### src/rtl/down_counter_pkg.sv
// Shared counter defaults and build-option defaults for the down counter.
// Build option: DOWN_COUNTER_RELOAD_EN selects auto-reload on underflow.
`ifndef COUNTER_DEFS_VH
`define COUNTER_DEFS_VH
`endif

package down_counter_pkg;

    localparam int DEFAULT_COUNTER_WIDTH = 3;
    localparam int DEFAULT_RESET_VAL     = 0;

`ifdef DOWN_COUNTER_RELOAD_EN
    localparam bit RELOAD_BUILD = 1'b1;
`else
    localparam bit RELOAD_BUILD = 1'b0;
`endif

    typedef enum logic [1:0] {
        OP_HOLD = 2'd0,
        OP_LOAD = 2'd1,
        OP_DEC  = 2'd2,
        OP_WRAP = 2'd3
    } cnt_op_e;

endpackage

### src/rtl/down_counter.sv
// Presettable synchronous down counter with cascadable borrow and sticky underflow.
// Build option: DOWN_COUNTER_RELOAD_EN wraps to the last loaded value instead of all-ones.
module down_counter
    import down_counter_pkg::*;
#(
    parameter int WIDTH     = DEFAULT_COUNTER_WIDTH,
    parameter int RESET_VAL = DEFAULT_RESET_VAL
) (
    input  logic             CLK,
    input  logic             RST,
    input  logic             CE,
    input  logic             LOAD,
    input  logic [WIDTH-1:0] D,
    output logic             BO,
    output logic             ZERO,
    output logic             UF,
    output logic [WIDTH-1:0] count
);

    localparam logic [WIDTH-1:0] RST_COUNT = WIDTH'(RESET_VAL);
    localparam logic [WIDTH-1:0] ALL_ONES  = {WIDTH{1'b1}};
    localparam logic [WIDTH-1:0] ONE_VAL   = WIDTH'(32'd1);

    logic [WIDTH-1:0] count_q;
    logic [WIDTH-1:0] count_d;
    logic             uf_q;
    logic             uf_d;
    logic [WIDTH-1:0] wrap_val_s;
    logic             zero_s;
    cnt_op_e          op_s;

    assign zero_s = (count_q == {WIDTH{1'b0}});

    // Operation select: LOAD outranks CE; RST is applied in the register stage.
    always_comb begin
        op_s = OP_HOLD;
        if (LOAD) begin
            op_s = OP_LOAD;
        end else if (CE) begin
            if (zero_s) begin
                op_s = OP_WRAP;
            end else begin
                op_s = OP_DEC;
            end
        end else begin
            op_s = OP_HOLD;
        end
    end

`ifdef DOWN_COUNTER_RELOAD_EN
    logic [WIDTH-1:0] reload_q;
    logic [WIDTH-1:0] reload_d;

    // Reload register captures every parallel load.
    always_comb begin
        reload_d = reload_q;
        if (op_s == OP_LOAD) begin
            reload_d = D;
        end else begin
            reload_d = reload_q;
        end
    end

    // Reload register state.
    always_ff @(posedge CLK) begin
        if (RST) begin
            reload_q <= RST_COUNT;
        end else begin
            reload_q <= reload_d;
        end
    end

    assign wrap_val_s = reload_q;
`else
    assign wrap_val_s = ALL_ONES;
`endif

    // Next count and underflow flag; UF is sticky until the next load or reset.
    always_comb begin
        count_d = count_q;
        uf_d    = uf_q;
        case (op_s)
            OP_LOAD: begin
                count_d = D;
                uf_d    = 1'b0;
            end
            OP_DEC: begin
                count_d = count_q - ONE_VAL;
                uf_d    = uf_q;
            end
            OP_WRAP: begin
                count_d = wrap_val_s;
                uf_d    = 1'b1;
            end
            default: begin
                count_d = count_q;
                uf_d    = uf_q;
            end
        endcase
    end

    // Counter and flag state.
    always_ff @(posedge CLK) begin
        if (RST) begin
            count_q <= RST_COUNT;
            uf_q    <= 1'b0;
        end else begin
            count_q <= count_d;
            uf_q    <= uf_d;
        end
    end

    // Borrow is gated by CE so it can drive the next stage's enable directly.
    assign BO    = CE & zero_s;
    assign ZERO  = zero_s;
    assign UF    = uf_q;
    assign count = count_q;

endmodule

### config.mk
export PLATFORM = sky130hd
export DESIGN_NAME = down_counter
export DESIGN_NICKNAME = d
export VERILOG_FILES = /design/src/rtl/down_counter_pkg.sv /design/src/rtl/down_counter.sv
export SDC_FILE = /design/constraint.sdc
export NUM_CORES = 1
export LEC_CHECK = 0
export CORE_AREA = 4 4 41 43
export CTS_CLUSTER_DIAMETER = 100
export CTS_CLUSTER_SIZE = 8
export DETAILED_ROUTE_END_ITERATION = 12
export DIE_AREA = 0 0 45 47
export PLACE_DENSITY = 0.55
export RECOVER_POWER = 50
export REMOVE_ABC_BUFFERS = 1
export SLEW_MARGIN = 20
export SYNTH_ARGS = -nofsm -noshare
export SYNTH_HDL_FRONTEND = slang
export SYNTH_SLANG_ARGS = --single-unit
### constraint.sdc
create_clock -name CLK -period 1.5 [get_ports CLK]
set_input_delay 0.3 -clock CLK [delete_from_list [all_inputs] [get_ports CLK]]
set_output_delay 0.3 -clock CLK [all_outputs]
set_load 0.02 [all_outputs]
Routed clock nets over the placement:
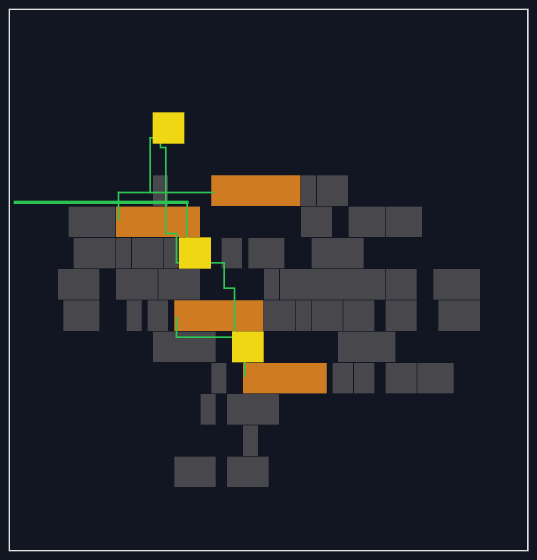
- green: clock wires (length 71.3 µm)
- orange: flip-flops (count 4)
- yellow: clock drivers (count 3)
- flops lie: middle
Power Clock: 0.132 mW
Clk pwr share: 33.6%
Setup Skew: 0.00122 ns
clk latency late pin: 0.23 ns

Floorplan with the power grid:
Pins as bars on the die edge. Tap cells in grey.
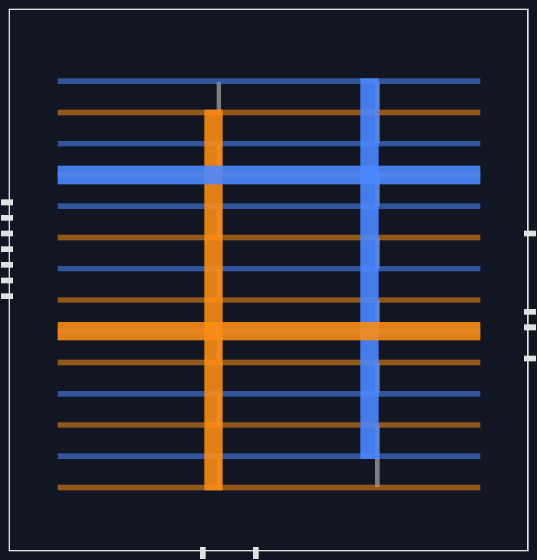
- blue: VDD
- orange: VSS
- met1 rails: 14
- met4 straps: 2
- met5 straps: 2
Peak VDD IR: 0.000301 V
core area: 1300 µm²

==> impl_metrics.toml <==
# physical design summary
[final_layout]
fill_cells = 143
layout_top_cell = "buf_4"

[synthesis]
area_leaders = "dfxtp_1 33%, ha_1 10%, a2111oi_2 6.2%"
synth_seq_share_pct = 33.2
synthXorXnorAreaFrac_pct = 0
yosys.area_share.simple_pct = 24.9
yosysWarnings = 0
ys_types = 16
ys_seq_elements = 4

[power_and_ir_drop]
p_leak_nw = 0.207
power.density_nw_per_um2 = 849

[min_path]
hp-start = "UF"

[timing]
hold_viol_final = 0
worst_pin_slew_ns = 0.261
finalCriticalPeriod_ns = 1.45
hold_ws_ns = 0.470
drv_slew = 0
clock.fmax_ghz = 0.689
setup_viol = 0

[die]
io_pins = 13
die_x_um = 45
fp.dieH_um = 47

[cts]
cts_hold_buf = 0
cts_buffers = 3
cts_tree = "done"
cts_setup_buffers = 0

[status]
status = "completed"

[route]
postRouteAntennaNets = 0
drt_iter0_drc = 0

[global_routing]
met1_usage_pct = 8.41
antenna_found_initial = 0
overflow = 0
met2_usage_pct = 8.19
grt.met3_usage_pct = 5.36

[placed_design]
hpwl_um = 476

[setup_path]
startpoint = "count[1]"
r2r_start = "count[0]"
Cell classes on the final placement:
Scale bar: 10 µm. Fill, decap, tap and diode cells in grey.
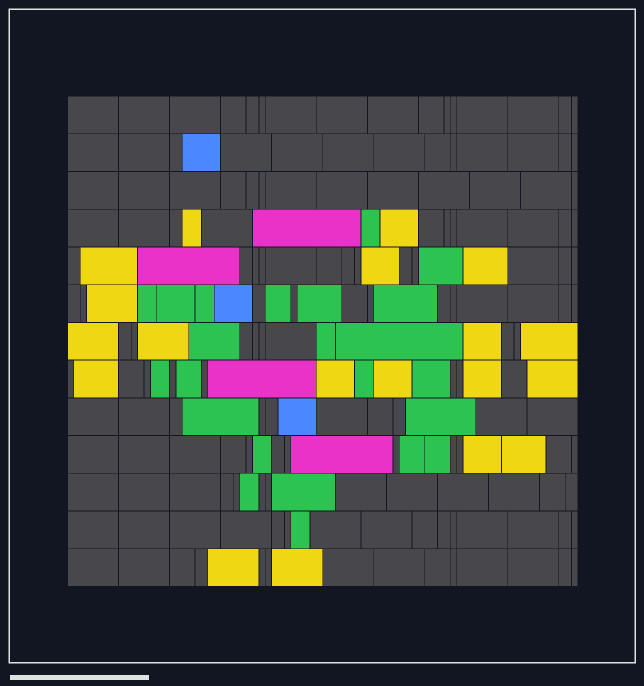
- magenta: flops (cells 4; share of their area 19%)
- green: combinational and other logic (cells 23; share of their area 39%)
- blue: clock drivers (cells 3; share of their area 5.1%)
- yellow: other buffers and delay cells (cells 19; share of their area 37%)
Final Util: 35.7%
Seq area share: 17.8%
row count: 13

[critical path, stage by stage, from the launching register on]
cell,delay (ns)
dfxtp_2,0.32
inv_2,0.05
ha_4,0.15
nor2b_4,0.12
and2_4,0.16
buf_6,0.12
[routing by layer]
| metal | share of wire (%) | vias up |
|---|---|---|
| met3 | 13 | 0 |
| li1 | - | 141 |
| met5 | 0 | - |
| met2 | 38 | 11 |
| met4 | 0 | 0 |
| met1 | 49 | 113 |
[path summary, 6_finish.rpt]
| check | cells past startpoint | endpoint | slack [ns] |
|---|---|---|---|
| setup / recovery | 5 | BO | 0.05 |
| hold / removal | 1 | UF | 0.47 |
| hold reg to reg | 1 | UF | 0.47 |
| setup reg to reg | 6 | count[2] | 0.31 |
[what timing repair did]
action	CTS	global route
setup endpoints to repair	5	3
gates cloned	0	0
pin swaps	0	1
resized	13	10
[report_power, final]
group	leakage [nW]	switching, mW	internal [mW]
Combinational	0.160	0.0629	0.0770
Sequential	0.0337	0.00557	0.116
Clock	0.0138	0.0429	0.0894
Total	0.207	0.111	0.283
[cells in the mapped netlist]
master	n
a211oi_2	1
and2_2	1
nor3_2	1
o221ai_1	1
nor2_1	2
nor3_1	1
dfxtp_1	4
a2111oi_2	1
o21ai_0	1
nor2b_4	1
nand3_1	1
ha_1	2
o21a_1	2
nand2_1	3
o21ai_1	1
inv_1	4
[registers in the layout, summed over array words and instances, names as in the netlist]
signal	cells
count	3
UF	1
[per-stage QoR]
| stage | worst slack, ns | power [mW] | setup TNS, ns | cell area (µm²) | std cells |
|---|---|---|---|---|---|
| after floorplan | 0.0369 | 0.182 | 0 | 241 | 27 |
| after global placement | -0.342 | 0.261 | -0.538 | 433 | 61 |
| after CTS | -0.0680 | 0.389 | -0.0680 | 447 | 64 |
| after detailed placement | -0.333 | 0.259 | -0.510 | 433 | 61 |
| final | 0.0478 | 0.394 | 0 | 464 | 64 |
| after global routing | 0.0000775 | 0.423 | 0 | 464 | 64 |
[cells by family after synthesis]
| family | after synthesis |
|---|---|
| compound gates | 7 |
| fa+ha+maj | 2 |
| buf+inv | 4 |
| flops | 4 |
| simple gates | 10 |
[cell type report]
cell class | count | area [µm²] | area share, %
well taps | 15 | 18.8 | 4.04
inverters | 4 | 15.0 | 3.23
flip-flops and latches | 4 | 82.6 | 17.8
clock buffers | 3 | 22.5 | 4.85
multi-input cells | 19 | 160 | 34.5
repair buffers | 19 | 165 | 35.6
No activity file was given, so power comes from the tool's default toggle rates.
